==> config.mk <==
export PLATFORM = sky130hd
export DESIGN_NAME = trap_sequencer_flat
export DESIGN_NICKNAME = d
export VERILOG_FILES = /design/src/rtl/trap_sequencer_if.sv /design/src/rtl/trap_sequencer.sv /design/src/flat_wrapper.sv
export SDC_FILE = /design/constraint.sdc
export NUM_CORES = 1
export LEC_CHECK = 0
export CAP_MARGIN = 20
export CORE_ASPECT_RATIO = 1.1
export CORE_MARGIN = 2
export CORE_UTILIZATION = 31
export DETAILED_ROUTE_END_ITERATION = 8
export GPL_ROUTABILITY_DRIVEN = 0
export PLACE_DENSITY = 0.67
export SYNTH_ARGS = -nofsm -noshare
export SYNTH_HDL_FRONTEND = slang
export SYNTH_SLANG_ARGS = --single-unit
==> constraint.sdc <==
create_clock -name clk_i -period 4.4 [get_ports clk_i]
set_clock_uncertainty 0.1 [all_clocks]
set_input_delay 0.88 -clock clk_i [delete_from_list [all_inputs] [get_ports clk_i]]
set_output_delay 0.88 -clock clk_i [all_outputs]
set_load 0.05 [all_outputs]
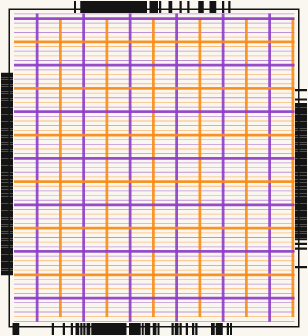
*Floorplan with the power grid, run 1*
Pins as bars on the die edge.
- VDD: orange
- VSS: purple
- met4 straps: 12
- rows: 66
- signal pins: 277
- met1 rails: 67
Die Y: 184.5 µm
maximum VDD drop: 0.4813 mV
Die Width: 168.1 µm

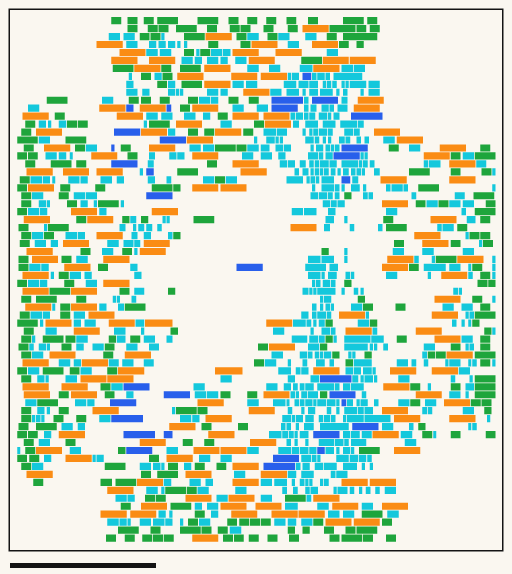
*Placed cells, one color a class, run 1*
Scale bar: 50 µm.
- clock drivers and dummy loads: blue (cells 32; share of their area 5.1%)
- remaining buffers and delay cells: green (cells 288; share of their area 26%)
- registers: orange (cells 159; share of their area 31%)
- remaining logic cells: cyan (cells 647; share of their area 38%)
Final Core Density: 45.99%
row count: 66

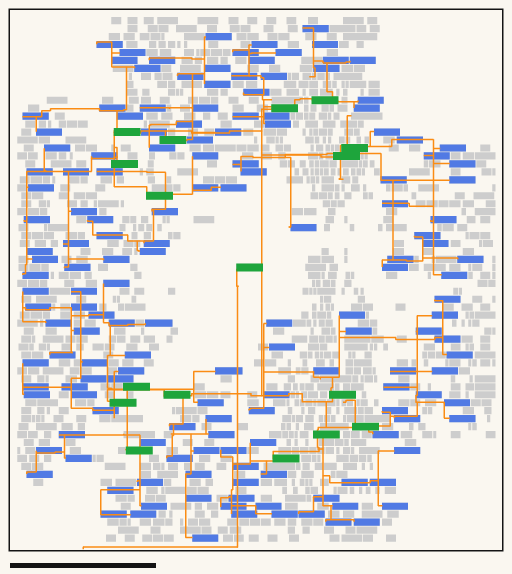
*Clock wires, drivers and flops, run 1*
Scale bar: 50 µm.
- flip-flops: blue (count 159)
- clock wires: orange (length 2,500 µm)
- clock-net drivers: green (count 17)
- routed clock nets: 18
- flops lie: spread over the die
clk pwr: 1.72 mW
share of power burned in the clock network: 13.9%
worst-skew pair later-pin latency: 430 ps

==> impl_metrics.json, run 1 <==
{
  "status": "complete, no violations",
  "synth_area_um2": 9183,
  "cts_tree": "built",
  "place_area_um2": 12610,
  "cts_buffers": 17,
  "final_area_um2": 13520,
  "layout-drive-gt1-share_pct": 27.98,
  "internal-power_mw": 6.800,
  "critPathMaxStageDelay_ps": 450,
  "track_usage_pct": 18.89,
  "cap_viol_max_count": 0,
  "flop_cell": "dfrtp_1",
  "vias": 7608,
  "hold_viol": 0,
  "grt_setup_unrepaired": "yes",
  "end_kind": "primary output",
  "wl_mm": 29.00,
  "timing.final.crit_share_pct": 99.20,
  "async_reset_ff_share_pct": 100.0,
  "clockBufferDepth": 2,
  "crit_path_max_fanout": 5,
  "grt_max_degree": 128,
  "swShare_pct": 44.87,
  "dpl.hpwl_mm": 21.49,
  "pwr-share-seq_pct": 23.0,
  "numPlacedInstances": 1461,
  "cp.required_ps": 3420
}
==> run 1: cell type report <==
cell class / count / area, µm²
multi-input combinational: 630 / 4956
inverter: 17 / 63.81
timing repair buffer: 288 / 3379
sequential: 159 / 3981
tap: 374 / 467.9
antenna: 1 / 2.502
clock inverter: 14 / 239.0
fill: 2745 / 15880
clock buffer: 18 / 429.2
==> run 1: cells by family (layout without fill, tap and decap cells) <==
kind of cell,Yosys count,after routing,synth area share (%)
AOI/OAI and AO/OA,226,226,16.38
xor gates and xnor gates,21,21,2.003
muxes,163,163,19.88
other,1,10,0.04084
adders and majority gates,30,30,4.170
buffers and inverters,83,337,5.014
DFF,159,159,43.33
and+or+nand+nor,181,181,9.184
--- run 2 (diff from run 1) ---
Settings changed: CORE_MARGIN 2 to 5.
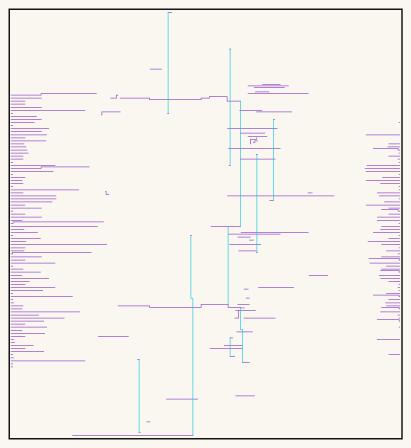
*Routed metal, one color a layer, run 2*
Two of the layers only.
- M3: purple (wire length 2,140 µm)
- M4: cyan (wire length 423 µm)
total track usage: 17.56%
Vias: 7,622
wire per inst: 19.85 µm

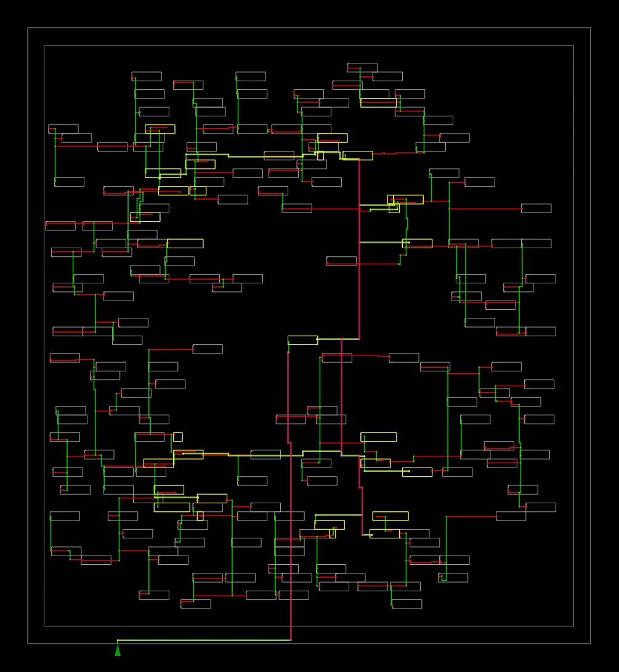
*Clock routing, run 2*
flop count: 159
# clk buffers: 18
Inserted Clock Buffers: 17

==> run 2 against run 1 <==
  * Clock power hardly changed
  * Largest cell class unchanged
  * Sequential power is essentially flat
  * Synthesized area unchanged
  * Synthesized cell count unchanged
  * Cell area decreased by 0.24%
  * Critical path type unchanged
  * Combinational power shrank 0.9%
  * Cell count decreased by 0.33%
  * Die area is 6.9% higher
  * Setup slack better by 33 ps
  * Flip-flop count unchanged
==> impl_metrics.json, run 2 <==
{
  "status": "complete, no violations",
  "critPathMaxStageDelay_ps": 420,
  "synth-simple-area-share_pct": 9.184,
  "clock_net_power_mw": 1.70,
  "clk_share_pct": 4.861,
  "end_kind": "primary output",
  "timing.final.crit_share_pct": 98.45,
  "clkPwrFrac_pct": 13.8,
  "flop_area_um2": 3979,
  "logic_gates": 630,
  "mux_share_pct": 19.88,
  "cap_viol_max_count": 0,
  "final_core_util_pct": 45.88,
  "buf_share_pct": 24.82,
  "cp.required_ps": 3420,
  "cts_tree": "built",
  "fillers": 2781,
  "irDropWorstVdd_mv": 0.5702,
  "taps": 374,
  "synth.logic.top_family": "multiplexers",
  "clockBufferDepth": 2,
  "ys_sh_adder_pct": 4.170
}
run 2: cell counts after synthesis:
No cell type changed its count.
run 2: cell families (layout without fill, tap and decap cells):
group | count (synthesis) | count (layout)
multiplexers | 163 | 163
other | 1 | 9
AND/OR/NAND/NOR | 181 | 181
buffers and inverters | 83 | 333
flip-flops | 159 | 159
AND-OR/OR-AND | 226 | 226
adder cells (fa/ha/maj) | 30 | 30
XOR/XNOR | 21 | 21
run 2: what timing repair did:
item,4_1_cts,5_1_grt
setup endpoints to repair,11,15
pin swaps,12,3
gates resized,18,16
buffers inserted,3,0
gates cloned,0,0
run 2: routing by layer:
metal  global-route usage, %  up-vias  wire, µm
li1                        -     3627         -
met1                   22.28     3717     12910
met2                   29.55      255     14230
met3                   5.255       23      2140
met4                   4.234        0       422
met5                       0        -         0
--- run 3 (diff from run 2) ---
Settings changed: ABC_AREA set to 1, DONT_BUFFER_PORTS set to 1, PLACE_DENSITY 0.67 to 0.55.
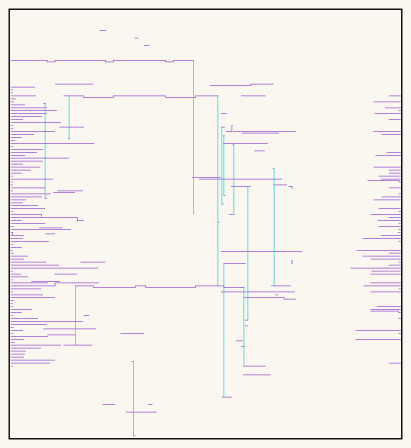
*Routed metal, one color a layer, run 3*
Two of the layers only.
- M4: cyan (wire length 588 µm)
- M3: purple (wire length 2,230 µm)
total track usage: 18.67%
Vias: 8,697

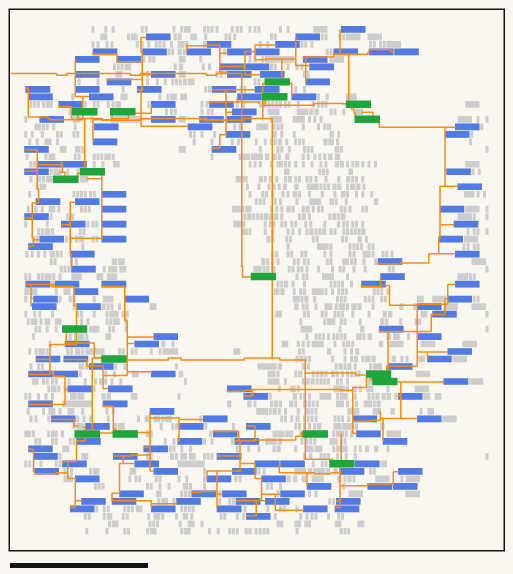
*Clock wires, drivers and flops, run 3*
Scale bar: 50 µm.
- flip-flops: blue (count 159)
- clock wires: orange (length 2,420 µm)
- clock-net drivers: green (count 17)
- routed clock nets: 18
share of power burned in the clock network: 16.5%
worst-skew pair later-pin latency: 440 ps
clk pwr: 1.60 mW

==> run 3 against run 2 <==
  * Synthesized cell count grew 61%
  * Non-clock buffer count decreased by 234
  * Worst hold slack worse by 290 ps
  * Combinational power shrank 31%
  * Global-route usage up 1.1 points
  * Sequential share of layout area grew 6.5 points
  * Largest cell class unchanged
  * Highest routed layer unchanged
==> impl_metrics.json, run 3 <==
{
  "status": "complete, no violations",
  "cts_tree": "built",
  "final_core_util_pct": 35.36,
  "pwr-share-seq_pct": 28.3,
  "wl_met3_mm": 2.229,
  "clk_share_pct": 5.598,
  "sh_comb_area_pct": 46.03,
  "wl_met1_mm": 14.68,
  "crit_path_max_fanout": 4,
  "cp.required_ps": 3420,
  "grt_max_degree": 121,
  "buf_share_pct": 3.740,
  "taps": 420,
  "swShare_pct": 51.69,
  "clock_buffers": 17,
  "irDropWorstVdd_mv": 0.5039,
  "ys_sh_xor_pct": 1.167,
  "die_w_um": 179.2,
  "largest_cell_class": "multi-input combinational cells",
  "numPlacedInstances": 1806,
  "place_area_um2": 10390,
  "ys_sh_adder_pct": 3.923,
  "fp-row-count": 68,
  "route.met2.wl_mm": 15.17,
  "async_reset_ff_share_pct": 100.0,
  "synth-simple-area-share_pct": 35.80,
  "flop_cell": "dfrtp_1",
  "top_layer_used": "met4",
  "grt_setup_unrepaired": "no",
  "n_antenna_cell": 0,
  "fillers": 3386
}
## run 3: netlist changes by cell type in the layout (fill, tap and decap cells not counted), moves of 41 or more
| cell | change |
|---|---|
| nand2_1 | +624 |
| nand3_1 | +41 |
| mux2_2 | -153 |
| nor2_1 | +55 |
| clkdlybuf4s50_1 | -203 |
| buf_12 | -55 |
| inv_1 | +90 |
## run 3: routing by layer
metal / global-route usage (%) / vias to the layer above
met1: 24.77 / 4043
li1: - / 4366
met3: 5.068 / 29
met5: 0 / -
met4: 5.023 / 0
met2: 30.08 / 259
## run 3: power groups by stage
stage	Combinational [mW]	Clock [mW]	Sequential [mW]
floorplan	4.19	0	2.49
global placement	5.29	0	2.73
detailed placement	5.34	0	2.75
CTS	5.37	1.65	2.73
global route	5.89	1.71	2.82
finish	5.33	1.60	2.73
Power and IR drop assume default switching activity.
